Fig. 1: signal wires by layer
Bar = 20 um. Two of the layers only.
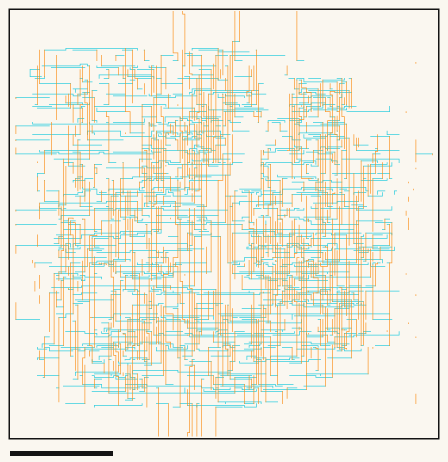
Fig. 2: supply network
Bar = 20 um. Pins as bars on the die edge.
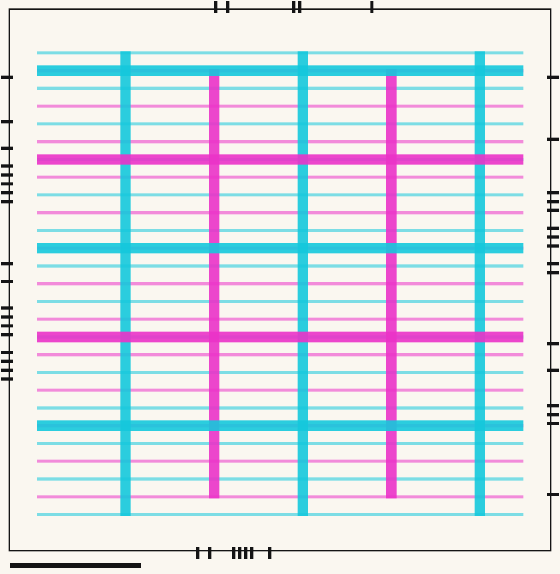
==> src/rtl/math_game_pkg.sv <==
// Shared definitions for the mental-arithmetic round controller.
//   phase_t      : FSM state encoding, also driven out on the phase port
//   BCD_W        : width of one BCD display digit
//   tap_mask()   : Fibonacci LFSR feedback taps for widths 4..8
//   bcd_clamp999(): binary to three BCD digits, saturating at 999
package math_game_pkg;

  typedef enum logic [2:0] {
    PH_IDLE   = 3'd0,
    PH_SHOW   = 3'd1,
    PH_BLANK  = 3'd2,
    PH_ANSWER = 3'd3,
    PH_RESULT = 3'd4
  } phase_t;

  localparam int BCD_W   = 4;
  localparam int BCD_MAX = 999;

  // Maximal-length taps; bit i set means state bit i feeds the XOR.
  function automatic logic [7:0] tap_mask(input int w);
    case (w)
      4:       tap_mask = 8'b0000_1100;
      5:       tap_mask = 8'b0001_0100;
      6:       tap_mask = 8'b0011_0000;
      7:       tap_mask = 8'b0110_0000;
      8:       tap_mask = 8'b1011_1000;
      default: tap_mask = 8'b0000_0000;
    endcase
  endfunction

  // Returns {hundreds, tens, units}; anything above 999 shows as 999.
  function automatic logic [3*BCD_W-1:0] bcd_clamp999(input logic [31:0] v);
    logic [9:0]       c;
    logic [BCD_W-1:0] h;
    logic [BCD_W-1:0] t;
    logic [BCD_W-1:0] u;
    c = (v > 32'(BCD_MAX)) ? 10'(BCD_MAX) : v[9:0];
    h = BCD_W'(c / 10'd100);
    t = BCD_W'((c / 10'd10) % 10'd10);
    u = BCD_W'(c % 10'd10);
    return {h, t, u};
  endfunction

endpackage

==> src/rtl/math_game_ctrl_lfsr.sv <==
// lfsr_param: W-bit Fibonacci LFSR, shifting left, taps from tap_mask(W).
//   clk   : rising-edge clock
//   rst   : synchronous active-high reset, state returns to 1
//   load  : load seed (a zero seed loads 1 so the register never locks up)
//   seed  : value for load
//   step  : advance one position (load wins when both are high)
//   state : current register contents, never zero
module lfsr_param
  import math_game_pkg::*;
#(
  parameter int W = 5
) (
  input  logic         clk,
  input  logic         rst,
  input  logic         load,
  input  logic [W-1:0] seed,
  input  logic         step,
  output logic [W-1:0] state
);

  localparam logic [7:0]   TAPS8 = tap_mask(W);
  localparam logic [W-1:0] TAPS  = TAPS8[W-1:0];
  localparam logic [W-1:0] ONE   = {{(W-1){1'b0}}, 1'b1};

  always_ff @(posedge clk) begin
    if (rst) begin
      state <= ONE;
    end else if (load) begin
      state <= (seed == '0) ? ONE : seed;
    end else if (step) begin
      state <= {state[W-2:0], ^(state & TAPS)};
    end
  end

endmodule

==> src/rtl/math_game_ctrl.sv <==
// math_game_ctrl: round controller for the mental-arithmetic game.
// Shows NUM_OPS pseudo-random operands, blanks the display, opens an answer
// window, compares the submitted sum with the accumulated total and keeps a
// saturating 4-bit score.
//   clk, rst       : clock, synchronous active-high reset
//   seed           : LFSR seed, taken when a start is accepted
//   start          : begin a round (only honoured in IDLE)
//   answer, submit : player's sum and its one-cycle commit pulse
//   disp_value     : value for the display (operand / 0 / answer / sum)
//   phase, busy    : FSM state and "not IDLE"
//   correct, score : last round result, count of correct rounds
//   bcd_*          : BCD digits of disp_value, clamped to 999
// Build option: define MATH_GAME_TIMEOUT_EN to end the answer window after
// ANSWER_TICKS ticks without a submit (scored as incorrect).
module math_game_ctrl
  import math_game_pkg::*;
#(
  parameter int NUM_OPS      = 5,
  parameter int OP_W         = 5,
  parameter int ANS_W        = 8,
  parameter int TICK_DIV     = 10,
  parameter int SHOW_TICKS   = 1,
  parameter int BLANK_TICKS  = 1,
  parameter int RESULT_TICKS = 4,
  parameter int ANSWER_TICKS = 8
) (
  input  logic             clk,
  input  logic             rst,
  input  logic [OP_W-1:0]  seed,
  input  logic             start,
  input  logic [ANS_W-1:0] answer,
  input  logic             submit,
  output logic [ANS_W-1:0] disp_value,
  output logic [2:0]       phase,
  output logic             busy,
  output logic             correct,
  output logic [3:0]       score,
  output logic [3:0]       bcd_hundreds,
  output logic [3:0]       bcd_tens,
  output logic [3:0]       bcd_units
);

  localparam int MAX_SUM = NUM_OPS * ((1 << OP_W) - 1);

  if (ANS_W < $clog2(MAX_SUM + 1) || ANS_W > 32) begin : g_ans_w_check
    $error("math_game_ctrl: ANS_W cannot hold the largest possible sum");
  end
  if (NUM_OPS < 2 || NUM_OPS > 15 || OP_W < 4 || OP_W > 8 || TICK_DIV < 2 ||
      SHOW_TICKS < 1 || BLANK_TICKS < 1 || RESULT_TICKS < 1 || ANSWER_TICKS < 1)
  begin : g_param_check
    $error("math_game_ctrl: parameter out of range");
  end

  localparam int PRE_W  = $clog2(TICK_DIV);
  localparam int OPI_W  = $clog2(NUM_OPS);
  localparam int TMAX_A = (SHOW_TICKS > BLANK_TICKS) ? SHOW_TICKS : BLANK_TICKS;
  localparam int TMAX_B = (RESULT_TICKS > ANSWER_TICKS) ? RESULT_TICKS : ANSWER_TICKS;
  localparam int TMAX   = (TMAX_A > TMAX_B) ? TMAX_A : TMAX_B;
  localparam int TCNT_W = $clog2(TMAX + 1);

  phase_t           state_q;
  phase_t           state_d;
  logic [PRE_W-1:0] pre_cnt;
  logic             tick;
  logic [TCNT_W-1:0] tcnt;
  logic [OPI_W-1:0] op_idx;
  logic [ANS_W-1:0] sum;
  logic [OP_W-1:0]  lfsr;
  logic             correct_q;
  logic [3:0]       score_q;
  logic             match;

  logic             accept;
  logic             lfsr_step;
  logic             tcnt_clr;
  logic             tcnt_inc;
  logic             evaluate;
  logic             time_out;

  assign tick  = (pre_cnt == PRE_W'(TICK_DIV - 1));
  assign match = (answer == sum);

  lfsr_param #(.W(OP_W)) u_lfsr (
    .clk   (clk),
    .rst   (rst),
    .load  (accept),
    .seed  (seed),
    .step  (lfsr_step),
    .state (lfsr)
  );

  // Next-state and control strobes. tcnt counts slow ticks within a phase.
  always_comb begin
    state_d   = state_q;
    accept    = 1'b0;
    lfsr_step = 1'b0;
    tcnt_clr  = 1'b0;
    tcnt_inc  = 1'b0;
    evaluate  = 1'b0;
    time_out  = 1'b0;
    case (state_q)
      PH_IDLE: begin
        if (start) begin
          accept   = 1'b1;
          tcnt_clr = 1'b1;
          state_d  = PH_SHOW;
        end
      end
      PH_SHOW: begin
        if (tick) begin
          if (tcnt == TCNT_W'(SHOW_TICKS - 1)) begin
            lfsr_step = 1'b1;
            tcnt_clr  = 1'b1;
            if (op_idx == OPI_W'(NUM_OPS - 1)) state_d = PH_BLANK;
          end else begin
            tcnt_inc = 1'b1;
          end
        end
      end
      PH_BLANK: begin
        if (tick) begin
          if (tcnt == TCNT_W'(BLANK_TICKS - 1)) begin
            tcnt_clr = 1'b1;
            state_d  = PH_ANSWER;
          end else begin
            tcnt_inc = 1'b1;
          end
        end
      end
      PH_ANSWER: begin
        // A submit arriving on the timeout tick is still scored.
        if (submit) begin
          evaluate = 1'b1;
          tcnt_clr = 1'b1;
          state_d  = PH_RESULT;
        end
`ifdef MATH_GAME_TIMEOUT_EN
        else if (tick) begin
          if (tcnt == TCNT_W'(ANSWER_TICKS - 1)) begin
            time_out = 1'b1;
            tcnt_clr = 1'b1;
            state_d  = PH_RESULT;
          end else begin
            tcnt_inc = 1'b1;
          end
        end
`endif
      end
      PH_RESULT: begin
        if (tick) begin
          if (tcnt == TCNT_W'(RESULT_TICKS - 1)) begin
            tcnt_clr = 1'b1;
            state_d  = PH_IDLE;
          end else begin
            tcnt_inc = 1'b1;
          end
        end
      end
      default: state_d = PH_IDLE;
    endcase
  end

  // Control registers: state, prescaler, tick/operand counters, result.
  always_ff @(posedge clk) begin
    if (rst) begin
      state_q   <= PH_IDLE;
      pre_cnt   <= '0;
      tcnt      <= '0;
      op_idx    <= '0;
      correct_q <= 1'b0;
      score_q   <= 4'd0;
    end else begin
      state_q <= state_d;
      pre_cnt <= (accept || tick) ? '0 : pre_cnt + PRE_W'(1);
      if (tcnt_clr)      tcnt <= '0;
      else if (tcnt_inc) tcnt <= tcnt + TCNT_W'(1);
      if (accept)         op_idx <= '0;
      else if (lfsr_step) op_idx <= op_idx + OPI_W'(1);
      if (evaluate)                         correct_q <= match;
      else if (time_out || state_d == PH_IDLE) correct_q <= 1'b0;
      if (evaluate && match && score_q != 4'hF) score_q <= score_q + 4'd1;
    end
  end

  // Running total; cleared on each accepted start, so it needs no reset.
  always_ff @(posedge clk) begin
    if (accept)         sum <= '0;
    else if (lfsr_step) sum <= sum + ANS_W'(lfsr);
  end

  always_comb begin
    disp_value = '0;
    case (state_q)
      PH_SHOW:   disp_value = ANS_W'(lfsr);
      PH_ANSWER: disp_value = answer;
      PH_RESULT: disp_value = sum;
      default:   disp_value = '0;
    endcase
  end

  assign phase   = state_q;
  assign busy    = (state_q != PH_IDLE);
  assign correct = correct_q;
  assign score   = score_q;
  assign {bcd_hundreds, bcd_tens, bcd_units} = bcd_clamp999(32'(disp_value));

endmodule

==> config.mk <==
export PLATFORM = sky130hd
export DESIGN_NAME = math_game_ctrl
export DESIGN_NICKNAME = d
export VERILOG_FILES = /design/src/rtl/math_game_pkg.sv /design/src/rtl/math_game_ctrl_lfsr.sv /design/src/rtl/math_game_ctrl.sv
export SDC_FILE = /design/constraint.sdc
export NUM_CORES = 1
export LEC_CHECK = 0
export CORE_MARGIN = 4
export CORE_UTILIZATION = 55
export DETAILED_ROUTE_END_ITERATION = 12
export PLACE_DENSITY = 0.81
export SLEW_MARGIN = 30
export SYNTH_ARGS = -nofsm -noshare
export SYNTH_HDL_FRONTEND = slang
export SYNTH_HIERARCHICAL = 1
export SYNTH_SLANG_ARGS = --single-unit
==> constraint.sdc <==
create_clock -name clk -period 6.9 [get_ports clk]
set_clock_uncertainty 0.2 [all_clocks]
set_input_delay 1.38 -clock clk [delete_from_list [all_inputs] [get_ports clk]]
set_output_delay 1.38 -clock clk [all_outputs]
set_load 0.005 [all_outputs]
==> impl_metrics.yaml <==
# yosys + openroad results
drt:
  avgViaCountPerCell: 5.98
  drc: 0
  wl_met1_um: 3350
  maxUsedRoutingLayer: "met4"
  antenna_left: 0
  firstDrtPassIters: 5
  dr_total_vias: 2974
  wl_met3_um: 441
  route.met2.wl_um: 3630
  drt_iter0_drc: 248
power_and_ir_drop:
  power.leakage_nw: 1.39
  power_frac_seq: 0.444
  power.density_mw_per_mm2: 119
  p_sw_frac: 0.253
  p_clk_frac: 0.428
  power_switching_w: 0.000110
outcome:
  status: "completed"
sta:
  timing.final.ws_setup_ns: 0.237
  period_needed_ns: 6.66
  period_used_share: 0.966
  slew_viol_final: 0
  rsz0062_at_grt: "no"
  fmax_mhz: 150
  setup_viol: 0
  hold_violations: 0
  setup_tns_ns: 0
cts:
  htreeDepth: 2
  clock_path_buffers: 2
  cts_sinks: 32
  numCtsBuffers: 5
  clkSlewWorstSetupHoldPaths_ns: 0.07
  cts_tree: "yes"
yosys:
  postSynthCellCount: 387
  edf_count: 0
  yosysUniqueCellTypes: 77
  netlist_area_mm2: 0.00307
  dominantRegCellSynth: "dfxtp_1"
  ys_chip_area_mm2: 0.00307
  yosysTopAreaCell: "dfxtp_1"
  top_cells_by_area: "dfxtp_1 (21%), ha_1 (7.3%), mux2i_1 (5.9%), nor2_1 (5.3%), xnor2_1 (4.3%)"
  post-synth-top-count-cell: "nor2_1"
  yosysWarnings: 6
  synth_top_area_share: 0.209
  ys_ff: 32
job:
  openroad.warnings: 31
  maxCapViolCount: 0
worst_setup_path:
  critical_path_class: "input pin to output pin"
  crit_chain: "clkdlybuf4s50_1, and4b_1, a21oi_4, ha_2, xnor2_1, o22ai_1, nor4_4, o21ai_1, and2_1, ha_1, a211oi_1, a21oi_1, a21bo_2, clkdlybuf4s50_1"
  cp.required_ns: 5.32
  crit_family: "AND-OR/OR-AND gates"
  critPathCaptureType: "output pin"
  critical_path_arrival_ns: 5.08
  crit_path_frequent_cell: "clkdlybuf4s50_1"
  worstPathMaxFanout: 9
  cp_slowest_cell: "clkdlybuf4s50_1"
  crit_path_start_kind: "input pin"
  cp_num_buf_inv: 2
floorplan:
  core_mm2: 0.00527
  fp_util: 0.583
  core.rowCount: 26
  die_area_mm2: 0.00684
hold_path:
  hold_path.class: "register to register"
placement:
  place_ws_ns: 0.165
  dp_hpwl_um: 5690
  gp_congestion: 0.891
global_route:
  grt_max_degree: 22
  grt_pass1_vias: 2768
  antenna_found_initial: 0
  track_usage: 0.236
finish:
  drive_gt1_frac: 0.115
  final_nets: 462
  area_growth_syn_to_layout_pct: 19.2
  final_cell_area_mm2: 0.00366
  fin_util: 0.695
  n_antenna_cell: 0
About Fig. 1:
legend:
  orange:
    layer: met2
    wire_length: 3,630 um
  cyan:
    layer: met1
    wire_length: 3,350 um
routed wire length per instance: 15.2 um
total routed wirelength: 7560 um

About Fig. 2:
legend:
  magenta:
    net: VDD
  cyan:
    net: VSS
met1 rails: 27
rows: 26
met5 straps: 5
met4 straps: 5
die width: 82.7 um
Max rail drop VDD: 0.136 mV
Die Y: 82.7 um

power groups by stage:
stage	Combinational, W	Clock [W]	Sequential (W)
finish	0.0000558	0.000187	0.000193
global placement	0.0000541	0	0.000197
global route	0.0000616	0.000198	0.000194
CTS	0.0000558	0.000189	0.000193
detailed placement	0.0000553	0	0.000198
floorplan	0.0000350	0	0.000195
state kept, by name, indices dropped and copies added (netlist names):
name / count
correct: 1
op_idx: 3
phase: 3
pre_cnt: 4
score: 4
sum: 8
tcnt: 4
u_lfsr/state: 5
per-stage QoR:
stage                     power [W]  hold WS (ns)  instances
after global routing       0.000454         0.302        497
after global placement     0.000251         0.250        487
after floorplan            0.000230         0.234        388
after CTS                  0.000438         0.280        495
final                      0.000436         0.276        497
after detailed placement   0.000253         0.265        487
area by class of cell:
cell class,instances,area (um^2),share of cell area
sequential,32,641,0.175
timing repair buffer,57,536,0.146
clock buffer,5,68.8,0.0188
tap,70,87.6,0.0239
inverter,23,92.6,0.0253
multi-input combinational,307,2190,0.598
clock inverter,3,46.3,0.0126
worst reg2reg max path, stage by stage, from the launching register on:
cell,delay (ns)
dfxtp_1,0.38
ha_1,0.17
nand3b_1,0.12
nor3_1,0.31
nand2_1,0.19
or3_1,0.50
inv_1,0.44
mux2_2,0.40
mux2i_1,0.13
nor2_1,0.06
worst paths after layout:
path,start,end,slack [ns],cells past startpoint
max reg2reg,pre_cnt[0],u_lfsr/state[1],3.87,9
min,pre_cnt[0],pre_cnt[0],0.28,1
max,answer[6],bcd_tens[2],0.24,14
min reg2reg,pre_cnt[0],pre_cnt[0],0.28,1
cells by family after synthesis:
logic type               count (synthesis)  share of synthesized area
flip-flops                              32                      0.209
multiplexers                            23                     0.0782
AND/OR/NAND/NOR                        141                      0.245
AND-OR/OR-AND                           93                      0.221
other                                    1                    0.00122
buffers and inverters                   49                     0.0835
XOR/XNOR                                29                     0.0827
adder cells (fa/ha/maj)                 19                     0.0798
routing by layer:
layer  GRT usage  vias up
li1            -     1468
met1       0.310     1375
met2       0.404      114
met4      0.0686        0
met3      0.0282       17
met5           0        -
cells in the final DEF, fill, tap and decap left out, types with 5 or more instances in the layout:
cell type,n
inv_1,19
clkdlybuf4s50_1,43
buf_4,14
mux2i_1,18
nand2_1,25
dfxtp_1,32
ha_1,17
a21oi_1,26
nor2_1,43
a211oi_1,10
xnor2_1,15
or3_1,7
o21ai_0,13
clkbuf_8,5
xor2_1,14
nand3_1,15
nor3_1,11
nand4_1,6
timing repair:
action	in CTS	in global routing
resized	0	3
setup buffers	0	2
endpoints found under the setup margin	0	1
hold endpoints to repair	0	0
Power figures rest on the tool's default switching activity, not on a simulated workload.
